### PDN straps and rails, run 1

The bar under the picture is 10 µm long. Pins as bars on the die edge.
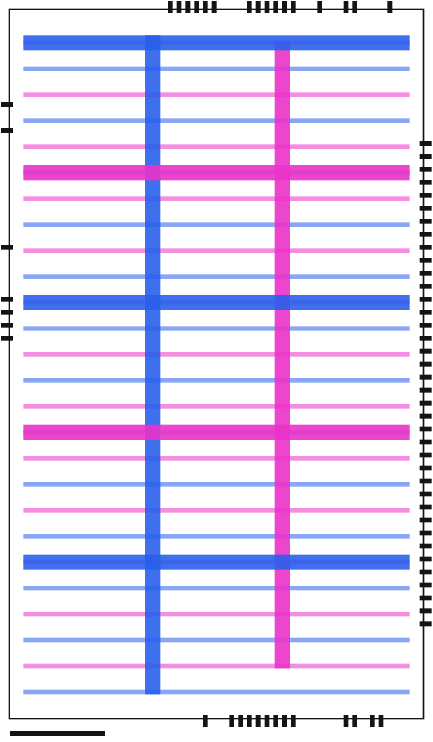
### Placed cells, one colour a class, run 1

The bar under the picture is 10 µm long.
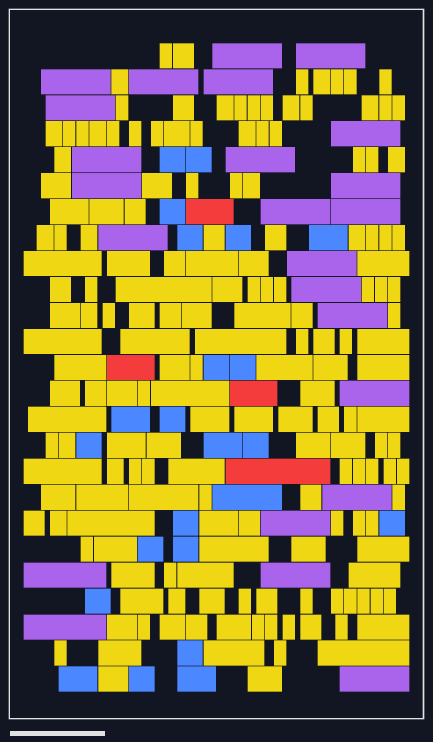
### Routed clock nets over the placement, run 1

The bar under the picture is 10 µm long.
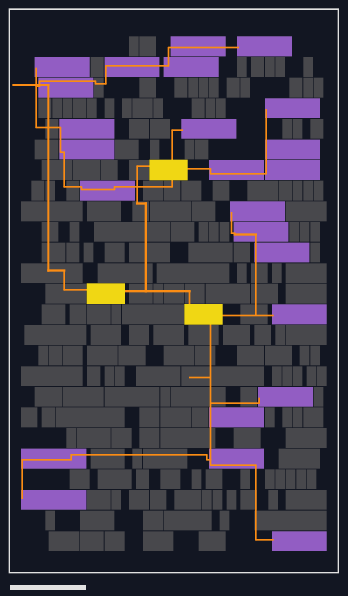
==> src/rtl/sigmoid_share_arbiter_pkg.sv <==
// Shared constants, tag-width helper and the pipeline entry type for the
// sigmoid-sharing arbiter and its round-robin sub-arbiter.
package sigmoid_share_pkg;

    localparam int DEF_DATA_W = 8;
    localparam int DEF_N_REQ  = 4;
    localparam int PERF_W     = 16;

    // Tag width for n requesters; never narrower than one bit.
    function automatic int tag_w(input int n);
        return (n <= 2) ? 1 : $clog2(n);
    endfunction

    typedef struct packed {
        logic                          valid;
        logic [tag_w(DEF_N_REQ)-1:0]   id;
        logic [DEF_DATA_W-1:0]         data;
    } pipe_entry_t;

endpackage

==> src/rtl/sigmoid_share_arbiter_if.sv <==
// Request, shared-unit and response signals of the sigmoid-sharing arbiter.
interface sigmoid_share_arbiter_if #(
    parameter int N_REQ  = 4,
    parameter int DATA_W = 8,
    parameter int ID_W   = sigmoid_share_pkg::tag_w(N_REQ)
);
    // Handshakes: a transfer happens on a rising edge where valid and ready are
    // both high; valid never waits on ready, and valid/data hold until transfer.
    logic [N_REQ-1:0]        req_valid;
    logic [N_REQ*DATA_W-1:0] req_z;
    logic [N_REQ-1:0]        req_ready;
    logic [DATA_W-1:0]       act_z;
    logic [DATA_W-1:0]       act_a;
    logic                    rsp_valid;
    logic [ID_W-1:0]         rsp_id;
    logic [DATA_W-1:0]       rsp_a;
    logic                    rsp_ready;

    modport master (
        output req_valid, req_z, act_a, rsp_ready,
        input  req_ready, act_z, rsp_valid, rsp_id, rsp_a
    );

    modport slave (
        input  req_valid, req_z, act_a, rsp_ready,
        output req_ready, act_z, rsp_valid, rsp_id, rsp_a
    );

endinterface

==> src/rtl/sigmoid_share_arbiter_rr.sv <==
// Round-robin grant over N requesters; the pointer advances past the winner.
import sigmoid_share_pkg::*;

module rr_arbiter_n #(
    parameter int N   = 4,
    parameter int IDW = tag_w(N)
) (
    input  logic           clk,
    input  logic           rst,
    input  logic           en_i,
    input  logic [N-1:0]   req_i,
    output logic [N-1:0]   gnt_o,
    output logic [IDW-1:0] gnt_id_o,
    output logic           gnt_valid_o,
    output logic [IDW-1:0] ptr_o
);

    logic [IDW-1:0] ptr_q, ptr_d;
    logic [IDW-1:0] sel;
    int             idx;

    always_comb begin
        gnt_o       = '0;
        gnt_id_o    = '0;
        gnt_valid_o = 1'b0;
        idx         = 0;
        sel         = '0;
        for (int k = 0; k < N; k++) begin
            idx = int'(ptr_q) + k;
            if (idx >= N) idx = idx - N;
            sel = IDW'(idx);
            if (en_i && !gnt_valid_o && req_i[sel]) begin
                gnt_valid_o = 1'b1;
                gnt_o[sel]  = 1'b1;
                gnt_id_o    = sel;
            end
        end
    end

    always_comb begin
        ptr_d = ptr_q;
        if (gnt_valid_o) begin
            ptr_d = (int'(gnt_id_o) == N - 1) ? '0 : gnt_id_o + 1'b1;
        end
    end

    always_ff @(posedge clk) begin
        if (rst) ptr_q <= '0;
        else     ptr_q <= ptr_d;
    end

    assign ptr_o = ptr_q;

endmodule

==> src/rtl/sigmoid_share_arbiter.sv <==
// Shares one combinational sigmoid unit among N_REQ requesters through a
// two-stage pipeline. Optional counters: SIGMOID_SHARE_ARBITER_PERF_EN.
import sigmoid_share_pkg::*;

module sigmoid_share_arbiter #(
    parameter int N_REQ  = DEF_N_REQ,
    parameter int DATA_W = DEF_DATA_W,
    parameter int ID_W   = tag_w(N_REQ)
) (
    input  logic                      clk,
    input  logic                      rst,
    sigmoid_share_arbiter_if.slave    bus,
`ifdef SIGMOID_SHARE_ARBITER_PERF_EN
    output logic [N_REQ*PERF_W-1:0]   perf_grants,
    output logic [PERF_W-1:0]         perf_stall,
`endif
    output logic [ID_W-1:0]           dbg_rr_ptr_o,
    output logic                      dbg_s1_v_o,
    output logic                      dbg_s2_v_o
);

    typedef struct packed {
        logic              valid;
        logic [ID_W-1:0]   id;
        logic [DATA_W-1:0] data;
    } entry_t;

    entry_t             s1_q, s1_d, s2_q, s2_d;
    logic               s1_load, s2_load;
    logic [N_REQ-1:0]   gnt;
    logic [ID_W-1:0]    gnt_id;
    logic               gnt_valid;
    logic [DATA_W-1:0]  gnt_z;

    assign s2_load = !s2_q.valid || bus.rsp_ready;
    assign s1_load = !s1_q.valid || s2_load;

    rr_arbiter_n #(.N(N_REQ), .IDW(ID_W)) u_arb (
        .clk         (clk),
        .rst         (rst),
        .en_i        (s1_load),
        .req_i       (bus.req_valid),
        .gnt_o       (gnt),
        .gnt_id_o    (gnt_id),
        .gnt_valid_o (gnt_valid),
        .ptr_o       (dbg_rr_ptr_o)
    );

    always_comb begin
        gnt_z = '0;
        for (int i = 0; i < N_REQ; i++) begin
            if (gnt[i]) gnt_z = bus.req_z[i*DATA_W +: DATA_W];
        end
    end

    // An idle S1 keeps its old operand so the shared unit input does not toggle.
    always_comb begin
        s1_d = s1_q;
        s2_d = s2_q;
        if (s1_load) begin
            s1_d.valid = gnt_valid;
            if (gnt_valid) begin
                s1_d.id   = gnt_id;
                s1_d.data = gnt_z;
            end
        end
        if (s2_load) begin
            s2_d.valid = s1_q.valid;
            s2_d.id    = s1_q.id;
            s2_d.data  = bus.act_a;
        end
    end

    always_ff @(posedge clk) begin
        if (rst) begin
            s1_q <= '0;
            s2_q <= '0;
        end else begin
            s1_q <= s1_d;
            s2_q <= s2_d;
        end
    end

    assign bus.req_ready = gnt;
    assign bus.act_z     = s1_q.data;
    assign bus.rsp_valid = s2_q.valid;
    assign bus.rsp_id    = s2_q.id;
    assign bus.rsp_a     = s2_q.data;
    assign dbg_s1_v_o    = s1_q.valid;
    assign dbg_s2_v_o    = s2_q.valid;

`ifdef SIGMOID_SHARE_ARBITER_PERF_EN
    logic [PERF_W-1:0] grant_cnt_q [N_REQ];
    logic [PERF_W-1:0] stall_cnt_q;

    // Saturating counters: they stick at all-ones instead of wrapping.
    always_ff @(posedge clk) begin
        if (rst) begin
            for (int i = 0; i < N_REQ; i++) grant_cnt_q[i] <= '0;
            stall_cnt_q <= '0;
        end else begin
            for (int i = 0; i < N_REQ; i++) begin
                if (gnt[i] && grant_cnt_q[i] != '1) grant_cnt_q[i] <= grant_cnt_q[i] + 1'b1;
            end
            if (s2_q.valid && !bus.rsp_ready && stall_cnt_q != '1) begin
                stall_cnt_q <= stall_cnt_q + 1'b1;
            end
        end
    end

    for (genvar i = 0; i < N_REQ; i++) begin : g_perf
        assign perf_grants[i*PERF_W +: PERF_W] = grant_cnt_q[i];
    end
    assign perf_stall = stall_cnt_q;
`endif

endmodule

==> src/flat_wrapper.sv <==
// flat-port wrapper written by rule: the top's interface ports become plain ports
module sigmoid_share_arbiter_flat 
#(
    parameter int N_REQ  = DEF_N_REQ,
    parameter int DATA_W = DEF_DATA_W,
    parameter int ID_W   = tag_w(N_REQ)
)
  (clk, rst, dbg_rr_ptr_o, dbg_s1_v_o, dbg_s2_v_o, bus_req_valid, bus_req_z, bus_act_a, bus_rsp_ready, bus_req_ready, bus_act_z, bus_rsp_valid, bus_rsp_id, bus_rsp_a);
  sigmoid_share_arbiter_if #(.N_REQ(N_REQ), .DATA_W(DATA_W), .ID_W(ID_W)) bus_i ();
  input  logic clk;
  input  logic rst;
  output logic [ID_W-1:0] dbg_rr_ptr_o;
  output logic dbg_s1_v_o;
  output logic dbg_s2_v_o;
  input wire logic [$bits(bus_i.req_valid)-1:0] bus_req_valid;
  input wire logic [$bits(bus_i.req_z)-1:0] bus_req_z;
  input wire logic [$bits(bus_i.act_a)-1:0] bus_act_a;
  input wire logic [$bits(bus_i.rsp_ready)-1:0] bus_rsp_ready;
  output wire logic [$bits(bus_i.req_ready)-1:0] bus_req_ready;
  output wire logic [$bits(bus_i.act_z)-1:0] bus_act_z;
  output wire logic [$bits(bus_i.rsp_valid)-1:0] bus_rsp_valid;
  output wire logic [$bits(bus_i.rsp_id)-1:0] bus_rsp_id;
  output wire logic [$bits(bus_i.rsp_a)-1:0] bus_rsp_a;
  assign bus_i.req_valid = bus_req_valid;
  assign bus_i.req_z = bus_req_z;
  assign bus_i.act_a = bus_act_a;
  assign bus_i.rsp_ready = bus_rsp_ready;
  assign bus_req_ready = bus_i.req_ready;
  assign bus_act_z = bus_i.act_z;
  assign bus_rsp_valid = bus_i.rsp_valid;
  assign bus_rsp_id = bus_i.rsp_id;
  assign bus_rsp_a = bus_i.rsp_a;
  sigmoid_share_arbiter #(.N_REQ(N_REQ), .DATA_W(DATA_W), .ID_W(ID_W)) u_core (.clk(clk), .rst(rst), .bus(bus_i), .dbg_rr_ptr_o(dbg_rr_ptr_o), .dbg_s1_v_o(dbg_s1_v_o), .dbg_s2_v_o(dbg_s2_v_o));
endmodule
==> config.mk <==
export PLATFORM = sky130hd
export DESIGN_NAME = sigmoid_share_arbiter_flat
export DESIGN_NICKNAME = d
export VERILOG_FILES = /design/src/rtl/sigmoid_share_arbiter_pkg.sv /design/src/rtl/sigmoid_share_arbiter_if.sv /design/src/rtl/sigmoid_share_arbiter_rr.sv /design/src/rtl/sigmoid_share_arbiter.sv /design/src/flat_wrapper.sv
export SDC_FILE = /design/constraint.sdc
export NUM_CORES = 1
export LEC_CHECK = 0
export CORE_ASPECT_RATIO = 1.75
export CORE_MARGIN = 1
export CORE_UTILIZATION = 59
export CTS_BUF_LIST = sky130_fd_sc_hd__clkbuf_4 sky130_fd_sc_hd__clkbuf_8
export CTS_CLUSTER_SIZE = 12
export DETAILED_ROUTE_END_ITERATION = 10
export DONT_BUFFER_PORTS = 1
export PLACE_DENSITY = 0.76
export SYNTH_ARGS = -nofsm -noshare
export SYNTH_HDL_FRONTEND = slang
export SYNTH_SLANG_ARGS = --single-unit
==> constraint.sdc <==
create_clock -name clk -period 2.59 [get_ports clk]
set_input_delay 0.3885 -clock clk [delete_from_list [all_inputs] [get_ports clk]]
set_output_delay 0.3885 -clock clk [all_outputs]
set_load 0.02 [all_outputs]
==> results.py, run 1 <==
# Generated from Yosys and OpenROAD reports
metrics = {
    "worst_setup_path": {
        "cp_num_buf_inv": 2,
        "reg2regPathDepth": 11,
        "critical-path-top-delay-family": "simple AND/OR/NAND/NOR gates",
        "critical_path.max_fanout": 17,
        "critical-path-max-stage-delay_ns": 0.48,
        "critical_path_arrival_ns": 2.33,
        "worst_path_required_time_ns": 2.20,
        "crit_path_cell_trace": "inv_6 > ha_4 > mux2_4 > or4_4 > a21oi_4 > a221o_1 > buf_12",
        "setup.reg_to_reg.worst_slack_ns": -0.02,
        "regToRegEndpoint": "u_core.bus.act_z[0]$_SDFFE_PP0P_",
        "cp_slowest_cell": "sky130_fd_sc_hd__or4_4",
        "critical_path.endpoint": "bus_req_ready[1]",
    },
    "placed_design": {
        "routabilityCongestion": 0.9404,
        "numPlacedInstances": 231,
        "place.detailed.hpwl_mm": 3.374,
        "placement.setup.worst_slack_ns": 0.01073,
        "place.port_buffers": 0,
        "place_area_um2": 1747,
    },
    "cells_and_area": {
        "seq_area_frac": 0.2275,
        "final_net_count": 278,
        "flow.area_growth_from_synthesis_pct": 22.17,
        "n_fill_cell": 201,
        "comb.multi_input.count": 158,
        "nNonClkBuffers": 23,
        "largest_cell_class": "multi-input combinational cells",
        "fin_cells": 251,
        "non_clock_inverter_count": 15,
        "finish.instance_area_um2": 2145,
        "final_util": 0.7791,
        "final_layout_top_logic_cells": "sky130_fd_sc_hd__nand2_1 (37), sky130_fd_sc_hd__nor2_1 (22), sky130_fd_sc_hd__dfxtp_1 (22)",
        "diodes": 0,
        "nFlopsAndLatches": 24,
        "area.sequential_um2": 488.0,
    },
    "power": {
        "net_switching_mw": 1.140,
        "powerSeq_uw": 591,
        "power.static_leakage_nw": 0.8238,
        "internal_power_mw": 1.384,
        "pwr.group.clock_uw": 327,
        "sequentialPowerShare": 0.234,
        "p_comb_frac": 0.636,
        "worst_ir_drop_vdd_mv": 0.7799,
        "comb-power_mw": 1.61,
        "power.density_nw_per_um2": 1177,
    },
    "clock_network": {
        "clockBufferDepth": 2,
        "clk_transition_reported_paths_ns": 0.09,
        "postCtsResizedCells": 14,
        "ctsHoldBuffers": 0,
        "cts_tree": "yes",
        "post_cts.repair.setup_buffers": 8,
        "h-tree-depth": 1,
    },
    "die": {
        "io_pins": 74,
        "die_area_um2": 3206,
        "initial_utilization": 0.6377,
        "die_h_um": 74.16,
        "taps": 27,
        "die_width_um": 43.24,
    },
    "sta": {
        "fin_hold_ws_ns": 0.1704,
        "timing.setup.tns_ns": -0.3600,
        "report.final.setup_viol": 7,
        "tcrit_tclk_final": 1.049,
        "finalMaxSlewViolations": 0,
        "worst_slew_margin_rel": 0.5365,
        "finalHoldViolations": 0,
        "setup_slack_ns": -0.1258,
        "unrepaired_setup_endpoints_after_global_routing": "yes",
        "finClkSkew_ns": 0.003240,
    },
    "job": {
        "openroad.warnings": 34,
        "timing.max_cap.violations": 0,
    },
    "route": {
        "dr_total_vias": 1678,
        "totalWireLength_mm": 4.787,
        "met1_length_mm": 1.629,
        "drt-initial-drc-count": 56,
        "avgRoutedWirePerCell_um": 19.07,
        "highest-signal-layer": "met4",
        "drt-vias-per-instance": 6.685,
        "first_pass_iters": 4,
        "detail-route-antenna-nets": 0,
        "route.met3.wl_um": 254,
    },
    "synthesis": {
        "ff_type": "sky130_fd_sc_hd__dfxtp_1",
        "yosys.stat.chipArea_um2": 1755,
        "yosys.area_share.aoi": 0.2630,
        "yosysCellCount": 216,
        "synth-adder-area-share": 0.04277,
        "synth-warning-count": 0,
        "netlist-cell-type-count": 45,
        "yosys-top-cells-count": "sky130_fd_sc_hd__nand2_1 (40), sky130_fd_sc_hd__dfxtp_1 (24), sky130_fd_sc_hd__nor2_1 (23)",
        "synthDominantAreaCellType": "sky130_fd_sc_hd__dfxtp_1",
        "average_instance_area_after_synthesis_um2": 8.127,
        "post_synth_xor_area_fraction": 0.009979,
        "area_of_the_mapped_netlist_um2": 1755,
        "synth.top_cell.area_share": 0.2737,
        "synthTopLogicFamily": "AND-OR/OR-AND gates",
        "post_synth_and_or_nand_nor_area_fraction": 0.2096,
    },
    "global_routing": {
        "grt_antenna_before_repair": 0,
        "grt_util_met3": 0.03155,
        "first_global_vias": 1592,
        "grt_util_all_layers": 0.2908,
        "grt_most_used_layer": "met2",
        "grt_start_max_net_pins": 25,
    },
    "hold_path": {
        "worst_hold_path_type": "input port to register",
        "hold_start": "rst",
    },
    "status": {
        "status": "finished with violations",
        "failed_checks": "setup timing",
    },
}
About 'PDN straps and rails':
| colour | net |
|---|---|
| blue | VSS |
| magenta | VDD |
signal pins: 74
met1 rails: 26
rows: 25

About 'Placed cells, one colour a class':
| colour | class | cells | share of their area |
|---|---|---|---|
| red | clock drivers and dummy loads | 4 | 3.4% |
| blue | remaining buffers and delay cells | 23 | 9.7% |
| yellow | remaining logic cells | 173 | 64% |
| purple | registers | 24 | 23% |

About 'Routed clock nets over the placement':
[purple] flip-flops | count: 24
[yellow] clock-net drivers | count: 3
[orange] clock wires | length: 272 µm
flops lie: widely spread

### Cell placement, run 1

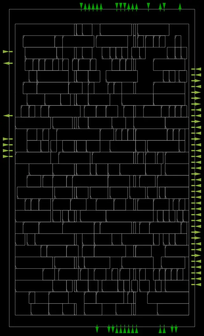

==> inputs of run 2 (changes only) <==
--- a/config.mk
+++ b/config.mk
@@ -7,12 +7,12 @@
 export LEC_CHECK = 0
 export CORE_ASPECT_RATIO = 1.75
 export CORE_MARGIN = 1
-export CORE_UTILIZATION = 59
+export CORE_UTILIZATION = 40
 export CTS_BUF_LIST = sky130_fd_sc_hd__clkbuf_4 sky130_fd_sc_hd__clkbuf_8
 export CTS_CLUSTER_SIZE = 12
 export DETAILED_ROUTE_END_ITERATION = 10
 export DONT_BUFFER_PORTS = 1
-export PLACE_DENSITY = 0.76
+export PLACE_DENSITY = 0.54
 export SYNTH_ARGS = -nofsm -noshare
 export SYNTH_HDL_FRONTEND = slang
 export SYNTH_SLANG_ARGS = --single-unit
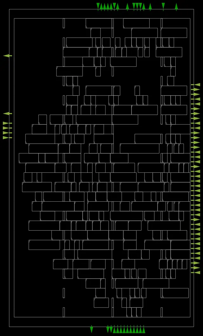
*Cell placement, run 2*
fraction of the core area covered by cells at the end of the flow: 0.5114
site row count: 31

==> results.py, run 2 <==
# Generated from Yosys and OpenROAD reports
metrics = {
    "synthesis": {
        "yosys.area_share.aoi": 0.2630,
        "ff_type": "sky130_fd_sc_hd__dfxtp_1",
        "synth-warning-count": 0,
        "post_synth_xor_area_fraction": 0.009979,
        "yosys.stat.chipArea_um2": 1755,
        "synthTopLogicFamily": "AND-OR/OR-AND gates",
        "yosysCellCount": 216,
        "netlist-cell-type-count": 45,
        "post_synth_and_or_nand_nor_area_fraction": 0.2096,
    },
    "power": {
        "power.static_leakage_nw": 0.8223,
        "sequentialPowerShare": 0.233,
        "powerSeq_uw": 602,
        "internal_power_mw": 1.457,
        "worst_ir_drop_vdd_mv": 0.7553,
        "power.density_nw_per_um2": 1207,
        "net_switching_mw": 1.128,
        "pwr.group.clock_uw": 325,
        "p_comb_frac": 0.641,
    },
    "placed_design": {
        "place_area_um2": 1759,
        "numPlacedInstances": 251,
        "placement.setup.worst_slack_ns": -0.01482,
        "place.detailed.hpwl_mm": 3.455,
    },
    "global_routing": {
        "grt_start_max_net_pins": 25,
        "grt_antenna_before_repair": 0,
        "grt_most_used_layer": "met2",
        "first_global_vias": 1553,
    },
    "worst_setup_path": {
        "critical-path-top-delay-family": "simple AND/OR/NAND/NOR gates",
        "critical_path.endpoint": "bus_req_ready[1]",
        "cp_slowest_cell": "sky130_fd_sc_hd__or4_4",
        "reg2regPathDepth": 10,
        "setup.reg_to_reg.worst_slack_ns": -0.03,
        "critical_path_arrival_ns": 2.32,
        "regToRegEndpoint": "u_core.bus.act_z[0]$_SDFFE_PP0P_",
    },
    "sta": {
        "finalHoldViolations": 0,
        "setup_slack_ns": -0.1199,
        "fin_hold_ws_ns": 0.1806,
        "finalMaxSlewViolations": 0,
        "report.final.setup_viol": 6,
        "worst_slew_margin_rel": 0.5265,
        "finClkSkew_ns": 0.003252,
    },
    "clock_network": {
        "postCtsResizedCells": 15,
        "ctsHoldBuffers": 0,
        "cts_tree": "yes",
        "post_cts.repair.setup_buffers": 7,
    },
    "hold_path": {
        "worst_hold_path_type": "input port to register",
        "hold_start": "rst",
    },
    "job": {
        "timing.max_cap.violations": 0,
        "openroad.warnings": 34,
    },
    "cells_and_area": {
        "comb.multi_input.count": 157,
        "n_fill_cell": 410,
        "area.sequential_um2": 488.0,
        "non_clock_inverter_count": 15,
        "seq_area_frac": 0.2278,
        "largest_cell_class": "multi-input combinational cells",
        "flow.area_growth_from_synthesis_pct": 22.02,
        "nFlopsAndLatches": 24,
        "final_layout_top_logic_cells": "sky130_fd_sc_hd__nand2_1 (36), sky130_fd_sc_hd__nor2_1 (22), sky130_fd_sc_hd__dfxtp_1 (22)",
        "final_net_count": 276,
    },
    "route": {
        "dr_total_vias": 1654,
        "first_pass_iters": 5,
        "met1_length_mm": 1.669,
        "detail-route-antenna-nets": 0,
        "drt-vias-per-instance": 6.103,
    },
    "status": {
        "status": "finished with violations",
        "failed_checks": "setup timing",
    },
    "die": {
        "taps": 49,
        "initial_utilization": 0.4191,
    },
}
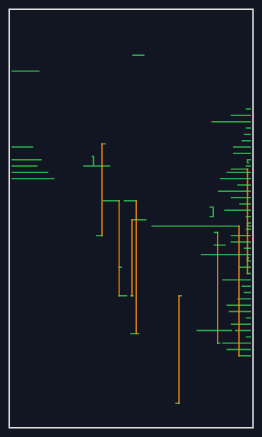
*Wiring by layer, run 2*
Only two layers are drawn.
| colour | layer | wire length |
|---|---|---|
| green | M3 | 230 µm |
| orange | M4 | 182 µm |

### Routed clock nets over the placement, run 2

The bar under the picture is 20 µm long.
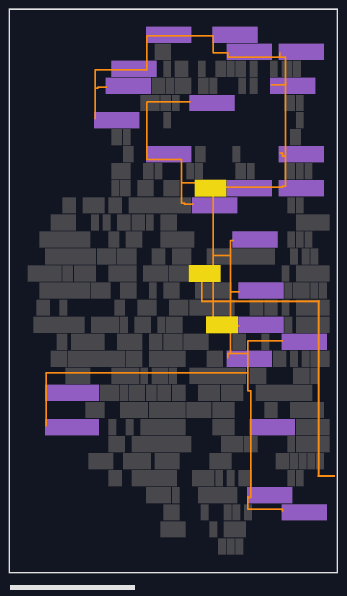

==> inputs of run 3 (changes only) <==
--- a/config.mk
+++ b/config.mk
@@ -7,12 +7,12 @@
 export LEC_CHECK = 0
 export CORE_ASPECT_RATIO = 1.75
 export CORE_MARGIN = 1
-export CORE_UTILIZATION = 40
+export CORE_UTILIZATION = 50
 export CTS_BUF_LIST = sky130_fd_sc_hd__clkbuf_4 sky130_fd_sc_hd__clkbuf_8
 export CTS_CLUSTER_SIZE = 12
 export DETAILED_ROUTE_END_ITERATION = 10
 export DONT_BUFFER_PORTS = 1
-export PLACE_DENSITY = 0.54
+export PLACE_DENSITY = 0.66
 export SYNTH_ARGS = -nofsm -noshare
 export SYNTH_HDL_FRONTEND = slang
 export SYNTH_SLANG_ARGS = --single-unit
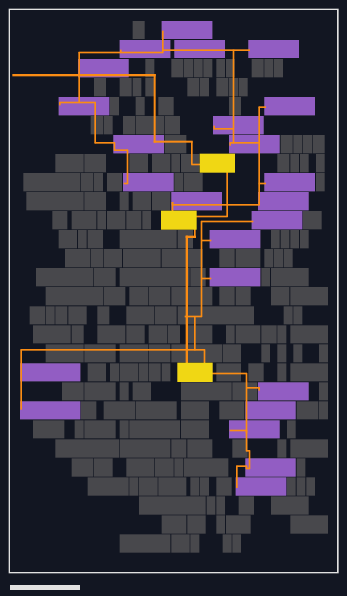
*Routed clock nets over the placement, run 3*
The bar under the picture is 10 µm long.
[purple] flip-flops | count: 24
[yellow] clock-net drivers | count: 3
[orange] clock wires | length: 290 µm
routed clock nets: 4

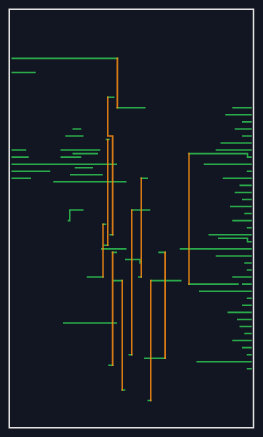
*Wiring by layer, run 3*
Only two layers are drawn.
| colour | layer | wire length |
|---|---|---|
| orange | M4 | 226 µm |
| green | M3 | 318 µm |

==> results.py, run 3 <==
# Generated from Yosys and OpenROAD reports
metrics = {
    "power": {
        "power.static_leakage_nw": 0.8352,
        "sequentialPowerShare": 0.233,
        "power.density_nw_per_um2": 1183,
        "comb-power_mw": 1.65,
        "p_comb_frac": 0.640,
        "internal_power_mw": 1.419,
        "powerSeq_uw": 599,
    },
    "global_routing": {
        "grt_most_used_layer": "met2",
        "grt_util_all_layers": 0.2418,
        "grt_util_met3": 0.03371,
        "grt_antenna_before_repair": 0,
        "first_global_vias": 1572,
    },
    "route": {
        "highest-signal-layer": "met4",
        "dr_total_vias": 1717,
        "totalWireLength_mm": 4.947,
        "drt-initial-drc-count": 38,
        "avgRoutedWirePerCell_um": 18.25,
        "met1_length_mm": 1.662,
        "detail-route-antenna-nets": 0,
        "route.met3.wl_um": 318,
    },
    "sta": {
        "finClkSkew_ns": 0.002806,
        "report.final.setup_viol": 5,
        "finalMaxSlewViolations": 0,
        "tcrit_tclk_final": 1.057,
        "setup_slack_ns": -0.1476,
        "fin_hold_ws_ns": 0.1763,
        "timing.setup.tns_ns": -0.4253,
        "finalHoldViolations": 0,
        "unrepaired_setup_endpoints_after_global_routing": "yes",
    },
    "synthesis": {
        "synth.top_cell.area_share": 0.2737,
        "yosys.area_share.aoi": 0.2630,
        "synthTopLogicFamily": "AND-OR/OR-AND gates",
        "post_synth_and_or_nand_nor_area_fraction": 0.2096,
        "yosysCellCount": 216,
        "area_of_the_mapped_netlist_um2": 1755,
        "post_synth_xor_area_fraction": 0.009979,
        "synthDominantAreaCellType": "sky130_fd_sc_hd__dfxtp_1",
        "yosys-top-cells-count": "sky130_fd_sc_hd__nand2_1 (40), sky130_fd_sc_hd__dfxtp_1 (24), sky130_fd_sc_hd__nor2_1 (23)",
        "average_instance_area_after_synthesis_um2": 8.127,
        "synth-warning-count": 0,
        "synth-adder-area-share": 0.04277,
        "netlist-cell-type-count": 45,
        "ff_type": "sky130_fd_sc_hd__dfxtp_1",
    },
    "status": {
        "status": "finished with violations",
        "failed_checks": "setup timing",
    },
    "worst_setup_path": {
        "reg2regPathDepth": 10,
        "crit_path_cell_trace": "inv_6 > ha_4 > mux2_4 > or4_4 > a21oi_4 > a221o_1 > buf_12",
        "worst_path_required_time_ns": 2.20,
        "regToRegEndpoint": "u_core.bus.act_z[7]$_SDFFE_PP0P_",
        "critical-path-max-stage-delay_ns": 0.48,
        "critical-path-top-delay-family": "simple AND/OR/NAND/NOR gates",
        "cp_num_buf_inv": 2,
        "critical_path.endpoint": "bus_req_ready[1]",
        "critical_path.max_fanout": 17,
        "critical_path_arrival_ns": 2.35,
    },
    "cells_and_area": {
        "diodes": 0,
        "area.sequential_um2": 488.0,
        "flow.area_growth_from_synthesis_pct": 23.95,
        "final_layout_top_logic_cells": "sky130_fd_sc_hd__nand2_1 (36), sky130_fd_sc_hd__nor2_1 (22), sky130_fd_sc_hd__dfxtp_1 (22)",
        "largest_cell_class": "multi-input combinational cells",
        "seq_area_frac": 0.2243,
        "finish.instance_area_um2": 2176,
        "final_net_count": 280,
        "comb.multi_input.count": 158,
        "fin_cells": 271,
    },
    "clock_network": {
        "clk_transition_reported_paths_ns": 0.08,
        "clockBufferDepth": 2,
        "postCtsResizedCells": 12,
        "ctsHoldBuffers": 0,
    },
    "die": {
        "die_h_um": 80.39,
        "die_width_um": 46.79,
        "num_rows": 28,
        "io_pins": 74,
        "taps": 45,
        "die_area_um2": 3761,
        "initial_utilization": 0.5219,
    },
    "placed_design": {
        "place_area_um2": 1754,
        "numPlacedInstances": 247,
        "routabilityCongestion": 0.9609,
        "placement.setup.worst_slack_ns": -0.01195,
        "place.detailed.hpwl_mm": 3.280,
    },
    "job": {
        "openroad.warnings": 34,
    },
    "hold_path": {
        "worst_hold_path_type": "input port to register",
    },
}
Power and IR drop assume default switching activity.
